File: src/rtl/spr_window_gen.sv
// spr_window_gen: builds the 5-sample R/B window and the line/frame control
// for the subpixel-rendering core from a 4-sample-per-clock input stream.
module spr_window_gen #(
  parameter int DW = 12,
  parameter int GW = 10
) (
  input  logic            clk,
  input  logic            rst_n,
  input  logic            i_vs,
  input  logic            i_hs,
  input  logic            i_de,
  input  logic [4*DW-1:0] i_data_r,
  input  logic [4*DW-1:0] i_data_b,
  input  logic            cfg_en,
  input  logic            cfg_spr_seperate_case,
  input  logic [GW-1:0]   cfg_h_groups,
  output logic            o_vs,
  output logic            o_hs,
  output logic            o_de,
  output logic [5*DW-1:0] spr_core_in_r,
  output logic [5*DW-1:0] spr_core_in_b,
  output logic            is_first_pixel,
  output logic            odd_even_flag,
  output logic            en,
  output logic            spr_seperate_case,
  output logic [GW-1:0]   o_grp_cnt,
  output logic            o_line_err
);

  typedef enum logic [1:0] {
    S_IDLE,
    S_BLANK,
    S_LINE
  } state_t;

  localparam logic [GW-1:0] CNT_MAX = '1;

  state_t          state_q, state_d;
  logic [DW-1:0]   hold_r_q, hold_r_d;
  logic [DW-1:0]   hold_b_q, hold_b_d;
  logic [GW-1:0]   cnt_q, cnt_d;
  logic [GW-1:0]   hg_q, hg_d;
  logic            en_q, en_d;
  logic            sep_q, sep_d;
  logic            vs_q, vs_d;
  logic            hs_q, hs_d;
  logic            de_q, de_d;
  logic            first_q, first_d;
  logic            par_q, par_d;
  logic            err_q, err_d;
  logic [GW-1:0]   grp_q, grp_d;
  logic [5*DW-1:0] win_r_q, win_r_d;
  logic [5*DW-1:0] win_b_q, win_b_d;

  logic          first;
  logic [DW-1:0] p_r, p_b;

  // A group arriving while in S_BLANK is by construction an i_de rise.
  assign first = (state_q == S_BLANK);
  assign p_r   = first ? i_data_r[DW-1:0] : hold_r_q;
  assign p_b   = first ? i_data_b[DW-1:0] : hold_b_q;

  always_comb begin
    state_d  = state_q;
    hold_r_d = hold_r_q;
    hold_b_d = hold_b_q;
    cnt_d    = cnt_q;
    hg_d     = hg_q;
    en_d     = en_q;
    sep_d    = sep_q;
    vs_d     = i_vs;
    hs_d     = i_hs;
    de_d     = 1'b0;
    first_d  = 1'b0;
    par_d    = par_q;
    err_d    = err_q;
    grp_d    = grp_q;
    win_r_d  = win_r_q;
    win_b_d  = win_b_q;
    if (i_vs) begin
      state_d = S_BLANK;
      hg_d    = cfg_h_groups;
      en_d    = cfg_en;
      sep_d   = cfg_spr_seperate_case;
      par_d   = 1'b0;
      err_d   = 1'b0;
      cnt_d   = '0;
    end else if (i_de && state_q != S_IDLE) begin
      state_d  = S_LINE;
      de_d     = 1'b1;
      first_d  = first;
      hold_r_d = i_data_r[4*DW-1:3*DW];
      hold_b_d = i_data_b[4*DW-1:3*DW];
      win_r_d  = {i_data_r, p_r};
      win_b_d  = {i_data_b, p_b};
      if (first) begin
        grp_d = '0;
        cnt_d = GW'(1);
      end else begin
        grp_d = cnt_q;
        cnt_d = (cnt_q == CNT_MAX) ? CNT_MAX : cnt_q + GW'(1);
      end
    end else if (!i_de && state_q == S_LINE) begin
      state_d = S_BLANK;
      par_d   = ~par_q;
      if (cnt_q != hg_q) err_d = 1'b1;
    end
  end

  always_ff @(posedge clk or negedge rst_n) begin
    if (!rst_n) begin
      state_q  <= S_IDLE;
      hold_r_q <= '0;
      hold_b_q <= '0;
      cnt_q    <= '0;
      hg_q     <= '0;
      en_q     <= 1'b0;
      sep_q    <= 1'b0;
      vs_q     <= 1'b0;
      hs_q     <= 1'b0;
      de_q     <= 1'b0;
      first_q  <= 1'b0;
      par_q    <= 1'b0;
      err_q    <= 1'b0;
      grp_q    <= '0;
      win_r_q  <= '0;
      win_b_q  <= '0;
    end else begin
      state_q  <= state_d;
      hold_r_q <= hold_r_d;
      hold_b_q <= hold_b_d;
      cnt_q    <= cnt_d;
      hg_q     <= hg_d;
      en_q     <= en_d;
      sep_q    <= sep_d;
      vs_q     <= vs_d;
      hs_q     <= hs_d;
      de_q     <= de_d;
      first_q  <= first_d;
      par_q    <= par_d;
      err_q    <= err_d;
      grp_q    <= grp_d;
      win_r_q  <= win_r_d;
      win_b_q  <= win_b_d;
    end
  end

  assign o_vs              = vs_q;
  assign o_hs              = hs_q;
  assign o_de              = de_q;
  assign spr_core_in_r     = win_r_q;
  assign spr_core_in_b     = win_b_q;
  assign is_first_pixel    = first_q;
  assign odd_even_flag     = par_q;
  assign en                = en_q;
  assign spr_seperate_case = sep_q;
  assign o_grp_cnt         = grp_q;
  assign o_line_err        = err_q;

endmodule

File: config.mk
export PLATFORM = sky130hd
export DESIGN_NAME = spr_window_gen
export DESIGN_NICKNAME = d
export VERILOG_FILES = /design/src/rtl/spr_window_gen.sv
export SDC_FILE = /design/constraint.sdc
export NUM_CORES = 1
export LEC_CHECK = 0
export CAP_MARGIN = 20
export CORE_MARGIN = 3
export CORE_UTILIZATION = 47
export DETAILED_ROUTE_END_ITERATION = 8
export PLACE_DENSITY = 0.94
export SKIP_LAST_GASP = 1
export SLEW_MARGIN = 20
export SYNTH_ARGS = -nofsm -noshare
export SYNTH_HDL_FRONTEND = slang
export SYNTH_SLANG_ARGS = --single-unit
File: constraint.sdc
create_clock -name clk -period 3.2 [get_ports clk]
set_clock_uncertainty 0.15 [all_clocks]
set_input_delay 0.32 -clock clk [delete_from_list [all_inputs] [get_ports clk]]
set_output_delay 0.32 -clock clk [all_outputs]
set_load 0.05 [all_outputs]
==> impl_table.tex, run 1 <==
% Auto-generated results table
\begin{tabular}{lr}
\hline
Metric & Value \\
\hline
\multicolumn{2}{l}{\textbf{Outcome}} \\
\quad Outcome & completed \\
\multicolumn{2}{l}{\textbf{Worst setup path}} \\
\quad Delay-heaviest family, CP & buffers and inverters \\
\quad Slowest cell on the critical path & clkdlybuf4s50\_1 \\
\quad Largest fanout of any net on the critical path & 3 \\
\quad CP required & $\sim$2.7 ns \\
\quad Startpoint type of the worst setup path & flop \\
\quad Cells traversed along the worst timing path & clkdlybuf4s50\_1 \\
\quad Slack of the worst reg-to-reg path & about 1.3 ns \\
\multicolumn{2}{l}{\textbf{Power}} \\
\quad Proportion of power drawn by combinational gates & a little under a third \\
\quad Total net switching power & 2.33 mW \\
\quad Total power draw & between 6 and 7 mW \\
\quad Power share of the clock group & a little under a third \\
\quad Sequential Power Share & 37.2\% \\
\multicolumn{2}{l}{\textbf{Floorplanning}} \\
\quad Site Rows & a little over 40 \\
\quad Floorplan core area & around 0.013 mm2 \\
\quad Die span in y & 122 um \\
\quad Number of top-level pins & 251 \\
\quad Area of the die & $\sim$0.015 mm2 \\
\multicolumn{2}{l}{\textbf{Clock network}} \\
\quad Post-CTS resize count & 0 \\
\quad Clock slew at reported path FFs & roughly 0.060 ns \\
\quad Root buffer cell & clkbuf\_16 \\
\multicolumn{2}{l}{\textbf{Timing}} \\
\quad Hold violation count in the final report & 0 \\
\quad Setup TNS & 0 ns \\
\quad Final Cycle Share & between 60 and 70\% \\
\quad Highest attainable clock frequency & about 0.45 GHz \\
\quad Worst max-slew margin expressed relative to the limit & about half \\
\multicolumn{2}{l}{\textbf{Logic synthesis}} \\
\quad Top area contributor share & $\sim$63\% \\
\quad Synth top area cells & dfrtp\_1, nand2\_1, a222oi\_1, mux2\_2, buf\_2 \\
\quad Instance tally after logic synthesis & about 640 \\
\quad Yosys warnings & 0 \\
\quad Nets at Floorplan & 751 \\
\quad Post-Syn Area & between 0.006 and 0.007 mm2 \\
\quad EDFF count, synth & 0 \\
\quad Sequential fraction of the synthesis area & a little over three fifths \\
\quad And+or+nand+nor area frac & between 10\% and 20\% \\
\quad AND-OR/OR-AND share of the synthesized area & approximately 8.4\% \\
\quad Area leader, netlist & dfrtp\_1 \\
\quad Area share of fa/ha/maj cells after synthesis & less than 1\% \\
\quad Commonest register cell after synthesis & dfrtp\_1 \\
\multicolumn{2}{l}{\textbf{Detailed routing}} \\
\quad Number of DRC violations after detailed-routing iteration 0 & 444 \\
\quad Per-cell routed wire length & about 17 um \\
\multicolumn{2}{l}{\textbf{Place}} \\
\quad Last weighted congestion value of the routability-driven placer & between 0.8 and 0.9 \\
\multicolumn{2}{l}{\textbf{Global route}} \\
\quad Overall Global Routing Usage & around 25\% \\
\quad Vias in the first global route & 5736 \\
\multicolumn{2}{l}{\textbf{Worst hold path}} \\
\quad Hold Path Class & in2reg \\
\quad Hold Path Stages & 1 \\
\quad Source of the worst hold timing path & i\_hs \\
\quad Hold Path Sink & o\_hs \\
\multicolumn{2}{l}{\textbf{Run}} \\
\quad Number of maximum-capacitance constraint violations & 0 \\
\hline
\end{tabular}
[run 1: metrics by stage]
stage               hold WS [ns]  instance area, um2  util (%)  cells  worst slack (ns)
floorplan                 -0.126                6360         -    637              1.59
global placement           0.268                8980      69.5   1032             0.921
detailed placement         0.273                8980      69.5   1032             0.842
CTS                        0.177                9590      74.2   1062              1.00
global route               0.208                9590      74.2   1062             0.975
finish                     0.188                9590      74.2   1062             0.998
[run 1: worst reg2reg max path, cell delays in order (launching register included)]
cell and delay (ns):
dfrtp_1 0.48, o21ai_4 0.29, buf_4 0.60, a222oi_1 0.27
inv_1 0.08
[run 1: flip-flops by register name, summed over array words and instances, names as in the netlist]
register / cells
cnt_q: 10
o_line_err: 1
state_q: 2
is_first_pixel: 1
en: 1
o_vs: 1
spr_seperate_case: 1
o_grp_cnt: 10
hold_r_q: 12
odd_even_flag: 1
hold_b_q: 12
o_de: 1
spr_core_in_r: 48
o_hs: 1
hg_q: 10
spr_core_in_b: 48
[run 1: placed cells by master (no fill, tap or decap), types with 2 or more instances in the layout]
master           count
nand2_1            293
clkdlybuf4s50_1    249
dfrtp_1            160
inv_1               28
a222oi_1            24
clkbuf_16           17
o21ai_0             16
mux2_2              12
xor2_1              10
a22o_1               8
buf_4                8
a21oi_1              7
nor2_1               6
clkbuf_1             4
bufinv_16            4
nand3_1              3
nand2b_1             2
a31oi_1              2
nor2b_1              2
a41oi_1              2
nor3_1               2
nor4_1               2
clkbuf_8             2
buf_12               2
[run 1: routing by layer]
metal | track usage, % | routed length [um] | up-vias
met5 | 0 | 0 | -
met2 | 43.3 | 9520 | 260
met4 | 9.87 | 572 | 0
met1 | 28.6 | 6870 | 2749
li1 | - | - | 2559
met3 | 7.28 | 1510 | 47
[run 1: final cells by class]
| type | instances | area (um2) | share of cell area (%) |
|---|---|---|---|
| flip-flops and latches | 160 | 4000 | 41.7 |
| repair buffers | 261 | 2610 | 27.3 |
| multi-input cells | 411 | 2050 | 21.4 |
| clock buffers | 23 | 468 | 4.88 |
| well taps | 172 | 215 | 2.24 |
| clock inverters | 6 | 133 | 1.38 |
| inverters | 29 | 109 | 1.13 |
[run 1: worst max-delay path by stage]
| stage | from | end | slack [ns] | cells past startpoint |
|---|---|---|---|---|
| after floorplan | cnt_q[0] | cnt_q[0] | 1.59 | 5 |
| after global placement | i_de | spr_core_in_b[8] | 0.92 | 6 |
| after detailed placement | i_de | spr_core_in_r[0] | 0.84 | 6 |
| after CTS | hold_b_q[1] | spr_core_in_b[49] | 1.00 | 1 |
| after global routing | hold_b_q[1] | spr_core_in_b[49] | 0.97 | 1 |
| final | hold_b_q[3] | spr_core_in_b[51] | 1.0 | 1 |
[run 1: power by group through the flow]
stage                     registers (mW)  logic [mW]  clock network, mW
after floorplan                     3.42       0.336                  0
after global placement              2.51        2.07                  0
after detailed placement            2.52        2.11                  0
after CTS                           2.49        2.12               2.11
after global routing                2.52        2.21               2.20
final                               2.49        2.11               2.09
[run 1: repair_timing]
action / in CTS / in global routing
hold endpoints to repair: 80 / 0
setup endpoints to repair: 0 / 0
hold buffers: 1 / 0
### Clock wires, drivers and flops, run 1

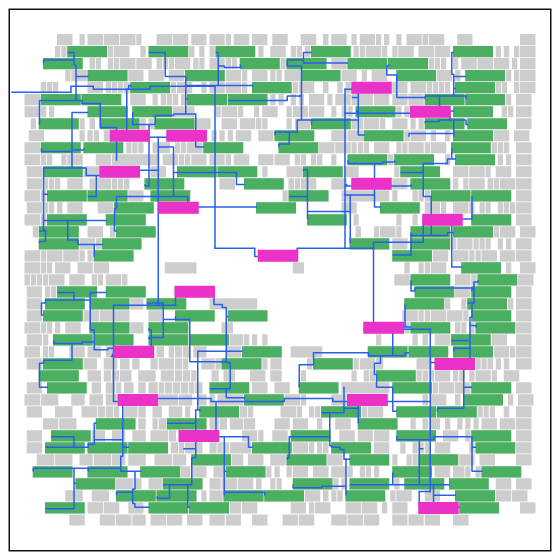
clock-net drivers: shown in magenta, count 17. flip-flops: shown in green, count 160. clock wires: shown in blue, length 1810 um.
Position of the flops: spread over the die. There are 18 routed clock nets.

### Sequential cells coloured by netlist name, run 1

Other sequential cells in the stronger grey, the rest of the logic in the fainter grey.
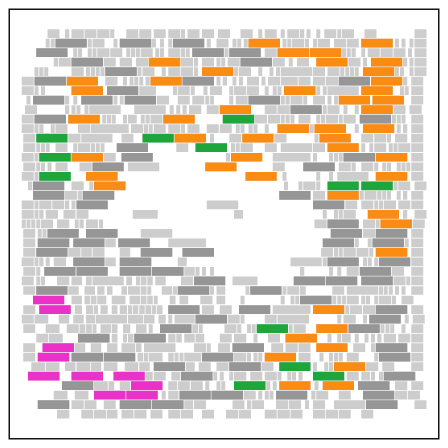
hg_q: shown in magenta, placed flops 10, where lower left. spr_core_in_r: shown in orange, placed flops 48, where spread over the die. hold_r_q: shown in green, placed flops 12.
Another 90 sequential cells are not coloured.
sequential power: 2.49 mW
proportion of cell area occupied by registers: 41.7%
final core utilization: 74.2%

### Cell outlines without signal wires, run 1

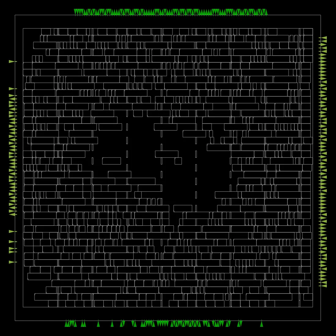
tap cells: 172
final-layout fill cell count: 853

### M4 wires, run 1

Scale bar: 20 um. Supply wires on this layer in grey.
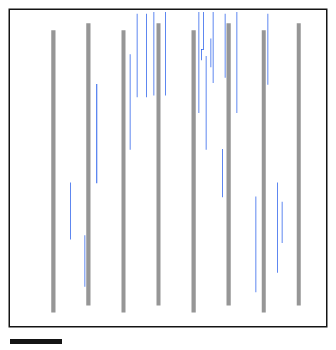
The wires run mostly vertical. The layer carries 572 um of wire. 16 nets have wire on it.
total wirelength of the detailed-routed design: 18.5 mm
total via count in the routed design: 5615

### Routed metal per tile, run 1

Scale bar: 20 um. 24 x 24 tiles, from dark purple (low) to yellow (high), scaled to the fullest tile. Values are wire area over tile area, all layers added.
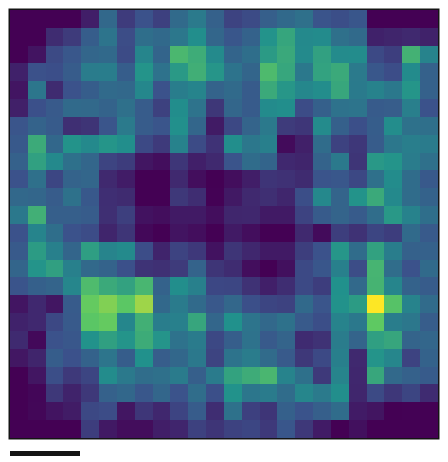

==> run 1 -> run 2 <==
--- a/config.mk
+++ b/config.mk
@@ -7,9 +7,9 @@
 export LEC_CHECK = 0
 export CAP_MARGIN = 20
 export CORE_MARGIN = 3
-export CORE_UTILIZATION = 47
+export CORE_UTILIZATION = 44
 export DETAILED_ROUTE_END_ITERATION = 8
-export PLACE_DENSITY = 0.94
+export PLACE_DENSITY = 0.89
 export SKIP_LAST_GASP = 1
 export SLEW_MARGIN = 20
 export SYNTH_ARGS = -nofsm -noshare
==> constraint.sdc (replaced) <==
create_clock -name clk -period 2.2 [get_ports clk]
set_clock_uncertainty 0.15 [all_clocks]
set_input_delay 0.22 -clock clk [delete_from_list [all_inputs] [get_ports clk]]
set_output_delay 0.22 -clock clk [all_outputs]
set_load 0.05 [all_outputs]
### Routed metal per tile, run 2

Scale bar: 50 um. 25 x 25 tiles, from dark purple (low) to yellow (high), scaled to the fullest tile. Values are wire area over tile area, all layers added.
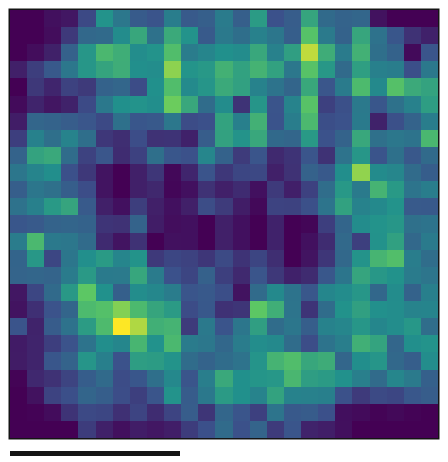
The densest ninth of the die: top centre. The mean over all tiles is 0.19. The fullest tile reaches 0.58.

### Cell outlines without signal wires, run 2

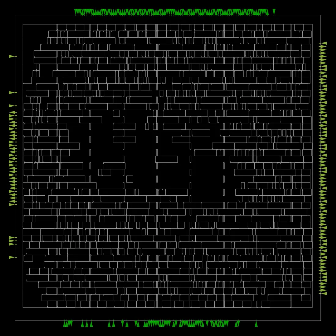
floorplan core area: 0.0140 mm2
tap cells: 180
final core utilization: 69.0%
proportion of cell area occupied by registers: 41.5%
final-layout fill cell count: 1024

==> impl_table.tex, run 2 <==
% Auto-generated results table
\begin{tabular}{lr}
\hline
Metric & Value \\
\hline
\multicolumn{2}{l}{\textbf{Clock network}} \\
\quad Clock slew at reported path FFs & about 0.060 ns \\
\quad Root buffer cell & clkbuf\_16 \\
\multicolumn{2}{l}{\textbf{Detailed routing}} \\
\quad Total wirelength of the detailed-routed design & $\sim$19 mm \\
\quad Per-cell routed wire length & between 15 and 20 um \\
\quad Number of DRC violations after detailed-routing iteration 0 & 581 \\
\multicolumn{2}{l}{\textbf{Worst setup path}} \\
\quad CP required & between 1.5 and 2 ns \\
\quad Largest fanout of any net on the critical path & 3 \\
\quad Startpoint type of the worst setup path & flop \\
\multicolumn{2}{l}{\textbf{Floorplanning}} \\
\quad Site Rows & about 43 \\
\quad Die span in y & $\sim$130 um \\
\multicolumn{2}{l}{\textbf{Cells and area}} \\
\quad Total non-filler cell area in the finished layout & approximately 0.0097 mm2 \\
\quad Comb area & just over 0.002 mm2 \\
\quad Most common logic cells in the final layout & nand2\_1, clkdlybuf4s50\_1, dfrtp\_1, inv\_1, a222oi\_1 \\
\quad Top logic cell by instance count in the layout & nand2\_1 \\
\quad Sequential cell area & 0.00400 mm2 \\
\multicolumn{2}{l}{\textbf{Place}} \\
\quad Dpl cell area & 0.00908 mm2 \\
\quad Worst setup timing slack at the placement stage & around 0.13 ns \\
\multicolumn{2}{l}{\textbf{Logic synthesis}} \\
\quad Area leader, netlist & dfrtp\_1 \\
\quad EDFF count, synth & 0 \\
\quad Top area contributor share & $\sim$63\% \\
\multicolumn{2}{l}{\textbf{Power}} \\
\quad Proportion of power drawn by combinational gates & between 30\% and 40\% \\
\quad Sequential Power Share & roughly 38\% \\
\multicolumn{2}{l}{\textbf{Outcome}} \\
\quad Outcome & completed \\
\multicolumn{2}{l}{\textbf{Worst hold path}} \\
\quad Hold Path Class & in2reg \\
\multicolumn{2}{l}{\textbf{Global route}} \\
\quad Overall Global Routing Usage & roughly a quarter \\
\multicolumn{2}{l}{\textbf{Timing}} \\
\quad PnR worst setup slack & about 0.12 ns \\
\multicolumn{2}{l}{\textbf{Run}} \\
\quad Number of maximum-capacitance constraint violations & 0 \\
\hline
\end{tabular}
[run 2: worst paths after layout]
kind	start	slack, ns	end	cells past startpoint
min	i_hs	0.09	o_hs	1
max reg2reg	cnt_q[1]	0.34	cnt_q[1]	5
min reg2reg	spr_core_in_r[22]	0.32	spr_core_in_r[22]	2
max in group asynchronous	rst_n	1.10	o_grp_cnt[2]	3
min in group asynchronous	rst_n	0.21	spr_core_in_r[47]	2
max	hold_b_q[3]	0.12	spr_core_in_b[51]	1
[run 2: per-layer routing]
layer | wire (um) | track usage, % | vias up
met5 | 0 | 0 | -
met3 | 1310 | 6.36 | 43
met4 | 605 | 10.4 | 0
met1 | 7100 | 27.8 | 2747
met2 | 9610 | 40.5 | 250
li1 | - | - | 2572
[run 2: kinds of logic (layout without fill, tap and decap cells)]
| group | Yosys count | count (layout) | share of synthesized area (%) |
|---|---|---|---|
| flops | 160 | 160 | 63.0 |
| compound gates | 68 | 68 | 8.36 |
| simple gates | 319 | 319 | 19.9 |
| fa+ha+maj | 1 | 1 | 0.197 |
| mux | 12 | 12 | 2.12 |
| buf+inv | 66 | 325 | 4.96 |
| xor+xnor | 11 | 11 | 1.51 |
[run 2: final cells by class]
type | instances | share of cell area, %
sequential | 160 | 41.5
inverter | 29 | 1.14
clock buffer | 24 | 4.99
multi-input combinational | 411 | 21.2
clock inverter | 6 | 0.856
tap | 180 | 2.33
timing repair buffer | 266 | 28.0
[run 2: per-stage QoR]
step | hold WS, ns | util (%) | cells
after detailed placement | 0.0375 | 64.9 | 1045
after global routing | 0.0845 | 69.0 | 1076
after global placement | 0.0357 | 64.9 | 1045
after floorplan | -0.226 | - | 637
after CTS | 0.0718 | 69.0 | 1076
final | 0.0923 | 69.0 | 1076
[run 2: power groups by stage]
| stage | Clock (mW) | Sequential (mW) | Combinational [mW] |
|---|---|---|---|
| after CTS | 2.91 | 3.62 | 3.09 |
| after global routing | 3.03 | 3.67 | 3.22 |
| after detailed placement | 0 | 3.67 | 3.08 |
| after global placement | 0 | 3.64 | 3.04 |
| final | 2.85 | 3.62 | 3.08 |
| after floorplan | 0 | 4.97 | 0.489 |
Power is estimated from default activity; no workload was simulated.
